File: src/rtl/data_sender_arb_fsm.sv
// -----------------------------------------------------------------------------
// data_sender_arb_fsm
//
// Multi-channel data-sender control. Each of NUM_CH message channels runs its
// own IDLE/PEND/SEND/WAIT_TO/WAIT/FAIL state machine with an integrated ACK
// timeout counter and (optionally) a retry budget. Pending channels are
// granted round-robin onto one shared serial sender.
//
// Optional feature macro: DATA_SENDER_RETRY_LIMIT_EN
//   defined   : MAX_RETRIES retransmits per message, then the channel parks in
//               FAIL and raises its sticky link_fail bit.
//   undefined : unlimited retransmits, FAIL unreachable, link_fail tied low.
//
// Ports
//   clk               clock
//   rst_l             asynchronous active-low reset
//   game_active       low forces every channel to IDLE and clears its state
//   update_data_done  per-channel 1-cycle pulse: new data ready to send
//   ack_received      per-channel 1-cycle pulse: ACK for last message
//   send_done         shared sender finished the current message
//   send_start        1-cycle pulse: sender loads channel send_sel and starts
//   send_sel          channel being sent, held from send_start to send_done
//   busy              some channel is in SEND
//   link_fail         sticky per-channel failure flags
//
// Sender handshake: send_start is a single-cycle request carrying send_sel.
// The sender owns the transfer until it pulses send_done; no new send_start
// is issued while busy is high or in the cycle send_done is high, so at most
// one message is ever outstanding on the sender.
// -----------------------------------------------------------------------------
module data_sender_arb_fsm #(
    parameter int NUM_CH         = 2,
    parameter int TIMEOUT_CYCLES = 1024,
    parameter int MAX_RETRIES    = 3,
    localparam int SEL_W         = (NUM_CH > 1) ? $clog2(NUM_CH) : 1
) (
    input  logic              clk,
    input  logic              rst_l,
    input  logic              game_active,
    input  logic [NUM_CH-1:0] update_data_done,
    input  logic [NUM_CH-1:0] ack_received,
    input  logic              send_done,
    output logic              send_start,
    output logic [SEL_W-1:0]  send_sel,
    output logic              busy,
    output logic [NUM_CH-1:0] link_fail
);

    localparam int CNT_W = (TIMEOUT_CYCLES > 2) ? $clog2(TIMEOUT_CYCLES) : 1;
    localparam logic [CNT_W-1:0] CNT_LAST = CNT_W'(TIMEOUT_CYCLES - 1);

    // Elaboration-time guard against out-of-range configuration.
    if (NUM_CH < 1 || TIMEOUT_CYCLES < 2 || MAX_RETRIES < 0) begin : g_param_check
        $error("data_sender_arb_fsm: illegal parameter value");
    end

    typedef enum logic [2:0] {
        ST_IDLE    = 3'd0,
        ST_PEND    = 3'd1,
        ST_SEND    = 3'd2,
        ST_WAIT_TO = 3'd3,
        ST_WAIT    = 3'd4,
        ST_FAIL    = 3'd5
    } ch_state_t;

    ch_state_t         state_q [NUM_CH];
    ch_state_t         state_d [NUM_CH];
    logic [CNT_W-1:0]  cnt_q   [NUM_CH];
    logic [CNT_W-1:0]  cnt_d   [NUM_CH];
    // Set when a fresh update lands while the channel is being sent, so the
    // in-flight (now stale) message is followed by an immediate resend.
    logic [NUM_CH-1:0] resend_q;
    logic [NUM_CH-1:0] resend_d;

`ifdef DATA_SENDER_RETRY_LIMIT_EN
    localparam int RTY_W = (MAX_RETRIES > 0) ? $clog2(MAX_RETRIES + 1) : 1;
    localparam logic [RTY_W-1:0] RTY_MAX = RTY_W'(MAX_RETRIES);

    logic [RTY_W-1:0]  rty_q   [NUM_CH];
    logic [RTY_W-1:0]  rty_d   [NUM_CH];
    logic [NUM_CH-1:0] fail_d;
    logic [NUM_CH-1:0] link_fail_q;
`endif

    // Round-robin search start: the channel after the last one granted.
    logic [SEL_W-1:0]  rr_start_q;
    logic              grant_vld;
    logic [SEL_W-1:0]  grant_idx;
    logic              busy_d;

    logic              send_start_q;
    logic [SEL_W-1:0]  send_sel_q;
    logic              busy_q;

    // Channel index 'k' positions after 'start', wrapping at NUM_CH.
    function automatic logic [SEL_W-1:0] rr_idx(input logic [SEL_W-1:0] start,
                                                input int k);
        int s;
        s = int'(start) + k;
        if (s >= NUM_CH) begin
            s = s - NUM_CH;
        end
        return SEL_W'(s);
    endfunction

    // -------------------------------------------------------------------------
    // Arbiter: grant only when the sender is idle and not finishing this cycle.
    // busy_q mirrors "some channel in SEND" for the current cycle.
    // -------------------------------------------------------------------------
    always_comb begin
        grant_vld = 1'b0;
        grant_idx = '0;
        if (game_active && !busy_q && !send_done) begin
            for (int k = 0; k < NUM_CH; k++) begin
                if (!grant_vld && state_q[rr_idx(rr_start_q, k)] == ST_PEND) begin
                    grant_vld = 1'b1;
                    grant_idx = rr_idx(rr_start_q, k);
                end
            end
        end
    end

    // -------------------------------------------------------------------------
    // Per-channel next-state logic.
    // -------------------------------------------------------------------------
    always_comb begin
        busy_d   = 1'b0;
        resend_d = resend_q;
`ifdef DATA_SENDER_RETRY_LIMIT_EN
        fail_d   = '0;
`endif
        for (int i = 0; i < NUM_CH; i++) begin
            state_d[i] = state_q[i];
            cnt_d[i]   = cnt_q[i];
`ifdef DATA_SENDER_RETRY_LIMIT_EN
            rty_d[i]   = rty_q[i];
`endif
            if (!game_active) begin
                state_d[i]  = ST_IDLE;
                cnt_d[i]    = '0;
                resend_d[i] = 1'b0;
`ifdef DATA_SENDER_RETRY_LIMIT_EN
                rty_d[i]    = '0;
`endif
            end else begin
                case (state_q[i])
                    ST_IDLE: begin
                        if (update_data_done[i]) begin
                            state_d[i] = ST_PEND;
                        end
                    end
                    ST_PEND: begin
                        if (grant_vld && grant_idx == SEL_W'(i)) begin
                            state_d[i]  = ST_SEND;
                            resend_d[i] = 1'b0;
                        end
                    end
                    ST_SEND: begin
                        if (send_done) begin
                            cnt_d[i]    = '0;
                            resend_d[i] = 1'b0;
                            // An update arriving in the final SEND cycle also
                            // makes the in-flight message stale.
                            if (resend_q[i] || update_data_done[i]) begin
                                state_d[i] = ST_PEND;
`ifdef DATA_SENDER_RETRY_LIMIT_EN
                                rty_d[i]   = '0;
`endif
                            end else begin
                                state_d[i] = ST_WAIT_TO;
                            end
                        end else if (update_data_done[i]) begin
                            resend_d[i] = 1'b1;
                        end
                    end
                    ST_WAIT_TO: begin
                        // Priority: new data, then timeout, then ACK. A
                        // coincident ACK and timeout therefore retransmits.
                        if (update_data_done[i]) begin
                            state_d[i] = ST_PEND;
                            cnt_d[i]   = '0;
`ifdef DATA_SENDER_RETRY_LIMIT_EN
                            rty_d[i]   = '0;
`endif
                        end else if (cnt_q[i] == CNT_LAST) begin
                            cnt_d[i] = '0;
`ifdef DATA_SENDER_RETRY_LIMIT_EN
                            if (rty_q[i] >= RTY_MAX) begin
                                state_d[i] = ST_FAIL;
                            end else begin
                                rty_d[i]   = rty_q[i] + 1'b1;
                                state_d[i] = ST_PEND;
                            end
`else
                            state_d[i] = ST_PEND;
`endif
                        end else if (ack_received[i]) begin
                            state_d[i] = ST_WAIT;
                            cnt_d[i]   = '0;
`ifdef DATA_SENDER_RETRY_LIMIT_EN
                            rty_d[i]   = '0;
`endif
                        end else begin
                            cnt_d[i] = cnt_q[i] + 1'b1;
                        end
                    end
                    ST_WAIT: begin
                        if (update_data_done[i]) begin
                            state_d[i] = ST_PEND;
                        end
                    end
                    ST_FAIL: begin
                        // Parked until game_active drops.
                        state_d[i] = ST_FAIL;
                    end
                    default: begin
                        state_d[i] = ST_IDLE;
                    end
                endcase
            end

            if (state_d[i] == ST_SEND) begin
                busy_d = 1'b1;
            end
`ifdef DATA_SENDER_RETRY_LIMIT_EN
            fail_d[i] = (state_d[i] == ST_FAIL);
`endif
        end
    end

    // -------------------------------------------------------------------------
    // State and output registers.
    // -------------------------------------------------------------------------
    always_ff @(posedge clk or negedge rst_l) begin
        if (!rst_l) begin
            for (int i = 0; i < NUM_CH; i++) begin
                state_q[i] <= ST_IDLE;
                cnt_q[i]   <= '0;
`ifdef DATA_SENDER_RETRY_LIMIT_EN
                rty_q[i]   <= '0;
`endif
            end
            resend_q     <= '0;
            rr_start_q   <= '0;
            send_start_q <= 1'b0;
            send_sel_q   <= '0;
            busy_q       <= 1'b0;
`ifdef DATA_SENDER_RETRY_LIMIT_EN
            link_fail_q  <= '0;
`endif
        end else begin
            for (int i = 0; i < NUM_CH; i++) begin
                state_q[i] <= state_d[i];
                cnt_q[i]   <= cnt_d[i];
`ifdef DATA_SENDER_RETRY_LIMIT_EN
                rty_q[i]   <= rty_d[i];
`endif
            end
            resend_q     <= resend_d;
            send_start_q <= grant_vld;
            busy_q       <= busy_d;
            if (grant_vld) begin
                send_sel_q <= grant_idx;
                rr_start_q <= rr_idx(grant_idx, 1);
            end
`ifdef DATA_SENDER_RETRY_LIMIT_EN
            link_fail_q  <= fail_d;
`endif
        end
    end

    assign send_start = send_start_q;
    assign send_sel   = send_sel_q;
    assign busy       = busy_q;
`ifdef DATA_SENDER_RETRY_LIMIT_EN
    assign link_fail  = link_fail_q;
`else
    assign link_fail  = '0;
`endif

endmodule

File: config.mk
export PLATFORM = sky130hd
export DESIGN_NAME = data_sender_arb_fsm
export DESIGN_NICKNAME = d
export VERILOG_FILES = /design/src/rtl/data_sender_arb_fsm.sv
export SDC_FILE = /design/constraint.sdc
export NUM_CORES = 1
export LEC_CHECK = 0
export ABC_CLOCK_PERIOD_IN_PS = 2600
export CORE_UTILIZATION = 50
export CTS_CLUSTER_DIAMETER = 40
export DETAILED_ROUTE_END_ITERATION = 12
export GPL_TIMING_DRIVEN = 0
export PLACE_DENSITY = 0.7
export SYNTH_ARGS = -nofsm -noshare
export SYNTH_HDL_FRONTEND = slang
export SYNTH_SLANG_ARGS = --single-unit
File: constraint.sdc
create_clock -name clk -period 2.6 [get_ports clk]
set_clock_uncertainty 0.15 [all_clocks]
set_input_delay 0.39 -clock clk [delete_from_list [all_inputs] [get_ports clk]]
set_output_delay 0.39 -clock clk [all_outputs]
set_load 0.01 [all_outputs]
floorplan.png
Bar = 20 um. Pins as bars on the die edge. Tap cells in grey.
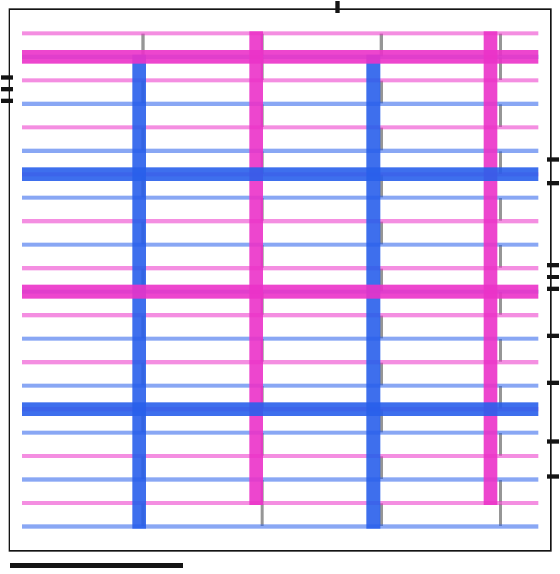
Blue stands for VSS. Magenta stands for VDD.
4 straps on met4. 22 met1 rails follow the rows. 4 straps on met5. The core has 21 rows. 13 signal pins sit on the boundary.
die extent in x: 62.5 um
core area: 3420 um2
Peak VDD IR: 0.271 mV
vertical die dimension: 62.5 um

class_map.png
Fill, decap, tap and diode cells in grey.
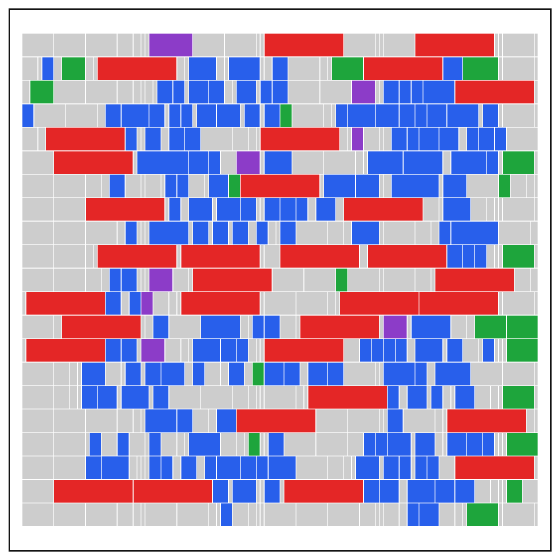
Blue stands for remaining logic cells, cells 167. Green stands for remaining buffers and delay cells, cells 19. Red stands for sequential cells, cells 32. Purple stands for clock drivers and dummy loads, cells 8.
utilization after layout: 0.600
post-layout instance area: 2050 um2
row count: 21
proportion of cell area occupied by registers: 0.391

placed.png
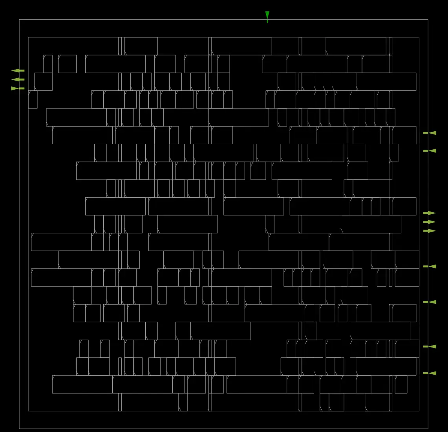
final cell count without fillers: 272
sequential cell count: 32
count of filler cells inserted in the layout: 314
number of tap instances: 46

==> run summary <==
Implementation summary

The non-clock buffer total of the final layout is 19. Setup repair after global routing left no endpoint under its margin. The data required time of the worst path is approximately 2.7 ns. Hold timing on the final database bottoms out at a slack of roughly 0.33 ns. After floorplanning, the die was sized to cover a little under 4000 um2. Of all the cell area in the finished design, non-clock buffers hold 0.0703. In this run the number of H-tree levels came out at 2.

The run finished with clean final reports. The post-layout net count is about 240. The number of warnings reported in the stage logs is 26.

The buffer_ports step reported a buffer count of 9. The number of cells on the worst reg-to-reg path is 6. The arrival time of data at the critical path endpoint is approximately 2.3 ns. Measured on the final layout, the clock distribution area share stands at 0.0287. In the synthesized netlist, the number of instances is 207. The count of final hold-check violations is 0. The yosys cell count is ~210. The number of ports placed on the die boundary is 13. The net switching power of the design is around 0.00026 W. In this run the cell area of the synthesized design comes to 1830 um2.

Ranked by instance count, the synthesized netlist is headed by sky130_fd_sc_hd__dfrtp_1, sky130_fd_sc_hd__o21ai_0, sky130_fd_sc_hd__nand2_1. The classification of the worst-slack hold path is flop to flop. The share of synthesized area occupied by flip-flops and latches is 0.437. The area taken by multi-input combinational cells is reported as between 900 and 1000 um2.

The number of routed nets with antenna violations is 0. The inverter count is 9. The fraction of synthesis flops using an asynchronous set or reset pin is 1.00. The worst setup path is launched from a flop. Of the cells placed in the final design, the portion with a size suffix greater than 1 is 0.0885.

The TritonCTS sink count is 32. Counting flops with a built-in enable in the synthesized netlist gives 0. The clock root buffer is sky130_fd_sc_hd__clkbuf_4. The number of buffers created by CTS is 5. Per the cell usage report, the commonest logic cells after layout are sky130_fd_sc_hd__dfrtp_1, sky130_fd_sc_hd__o21ai_0, sky130_fd_sc_hd__nand2_1. The largest part of the power goes to sequential cells. The pin slew with the least headroom to its limit is slightly above 0.7 ns. Dividing the synthesized area by the synthesized cell count gives 8.86 um2.

The cell taking the most area after synthesis is sky130_fd_sc_hd__dfrtp_1. In the synthesized netlist the dominant register cell turns out to be sky130_fd_sc_hd__dfrtp_1. Entering global routing, the biggest net connects 33 pins. The critical path is of the flop to flop type.

Of the total power, registers draw 0.548. The initial core utilization is 0.537. The quantity of gates resized following cts is 0. The largest incremental delay on the critical path is 0.58 ns.

The total length of routed wires is ~3800 um. Per the slew report, the remaining headroom to the max-slew limit stands at 0.529. Global routing finished with a remaining overflow of 0.

The share of synthesized area in the top cell type comes to 0.437. Per the synthesis report, the number of distinct cell types is ~48. The number of diodes is 0. In this run the maximum-capacitance check reported violations numbering 0. Of the available clock period, the critical path in the final layout requires 0.847. Summing all multiplexer cells gives an area fraction of 0.00546. Summed over all routing layers, the global router reports a total usage of 0.219. The end point of the critical path is busy. The total of warnings raised by yosys is 0. The clock network latency to the later pin of the worst-skew pair is between 0.3 and 0.4 ns.

The TritonCTS clock tree is yes. The main area contributors are sky130_fd_sc_hd__dfrtp_1, sky130_fd_sc_hd__o21ai_0, sky130_fd_sc_hd__nand2_1. The area share of and/or/nand/nor cells after synthesis is 0.266.
route_heat.png
The die is cut into 13 by 13 equal tiles; dark blue is low, red is high, scaled to the fullest tile. Values are wire area over tile area, all layers added.
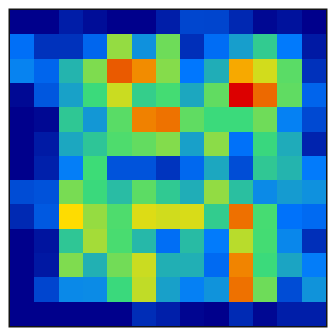
The mean over all tiles is 0.15. The densest ninth of the die: centre. 28% of the tiles are over half the peak.

port_trees.png
Bar = 20 um.
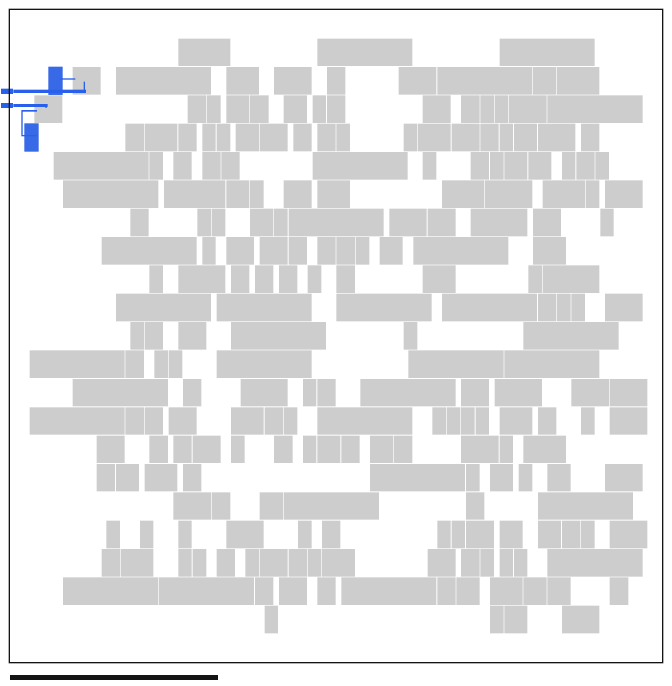
Blue stands for link_fail, direction output, edge left, end cells 2, buffers 2, wire 17.2 um.

## state kept, by name (all words and copies together), names as in the netlist
name        flops
rr_start_q      1
cnt_q          20
state_q         6
busy            1
resend_q        2
send_sel        1
send_start      1
## layer usage
metal	part of all wire	GRT usage	wire length [um]	vias up
li1	-	-	-	788
met1	0.49	0.273	1850	757
met2	0.46	0.376	1750	35
met3	0.042	0.0584	161	4
met4	0.0061	0.0523	23	0
met5	0	0	0	-
## worst max-delay path: cells and delay by family, from the launching register on
| kind | cells | cell delay [ns] |
|---|---|---|
| compound gates | 2 | 0.48 |
| simple gates | 3 | 0.83 |
| flops | 1 | 0.40 |
| fa+ha+maj | 1 | 0.24 |
Power and IR drop assume default switching activity.
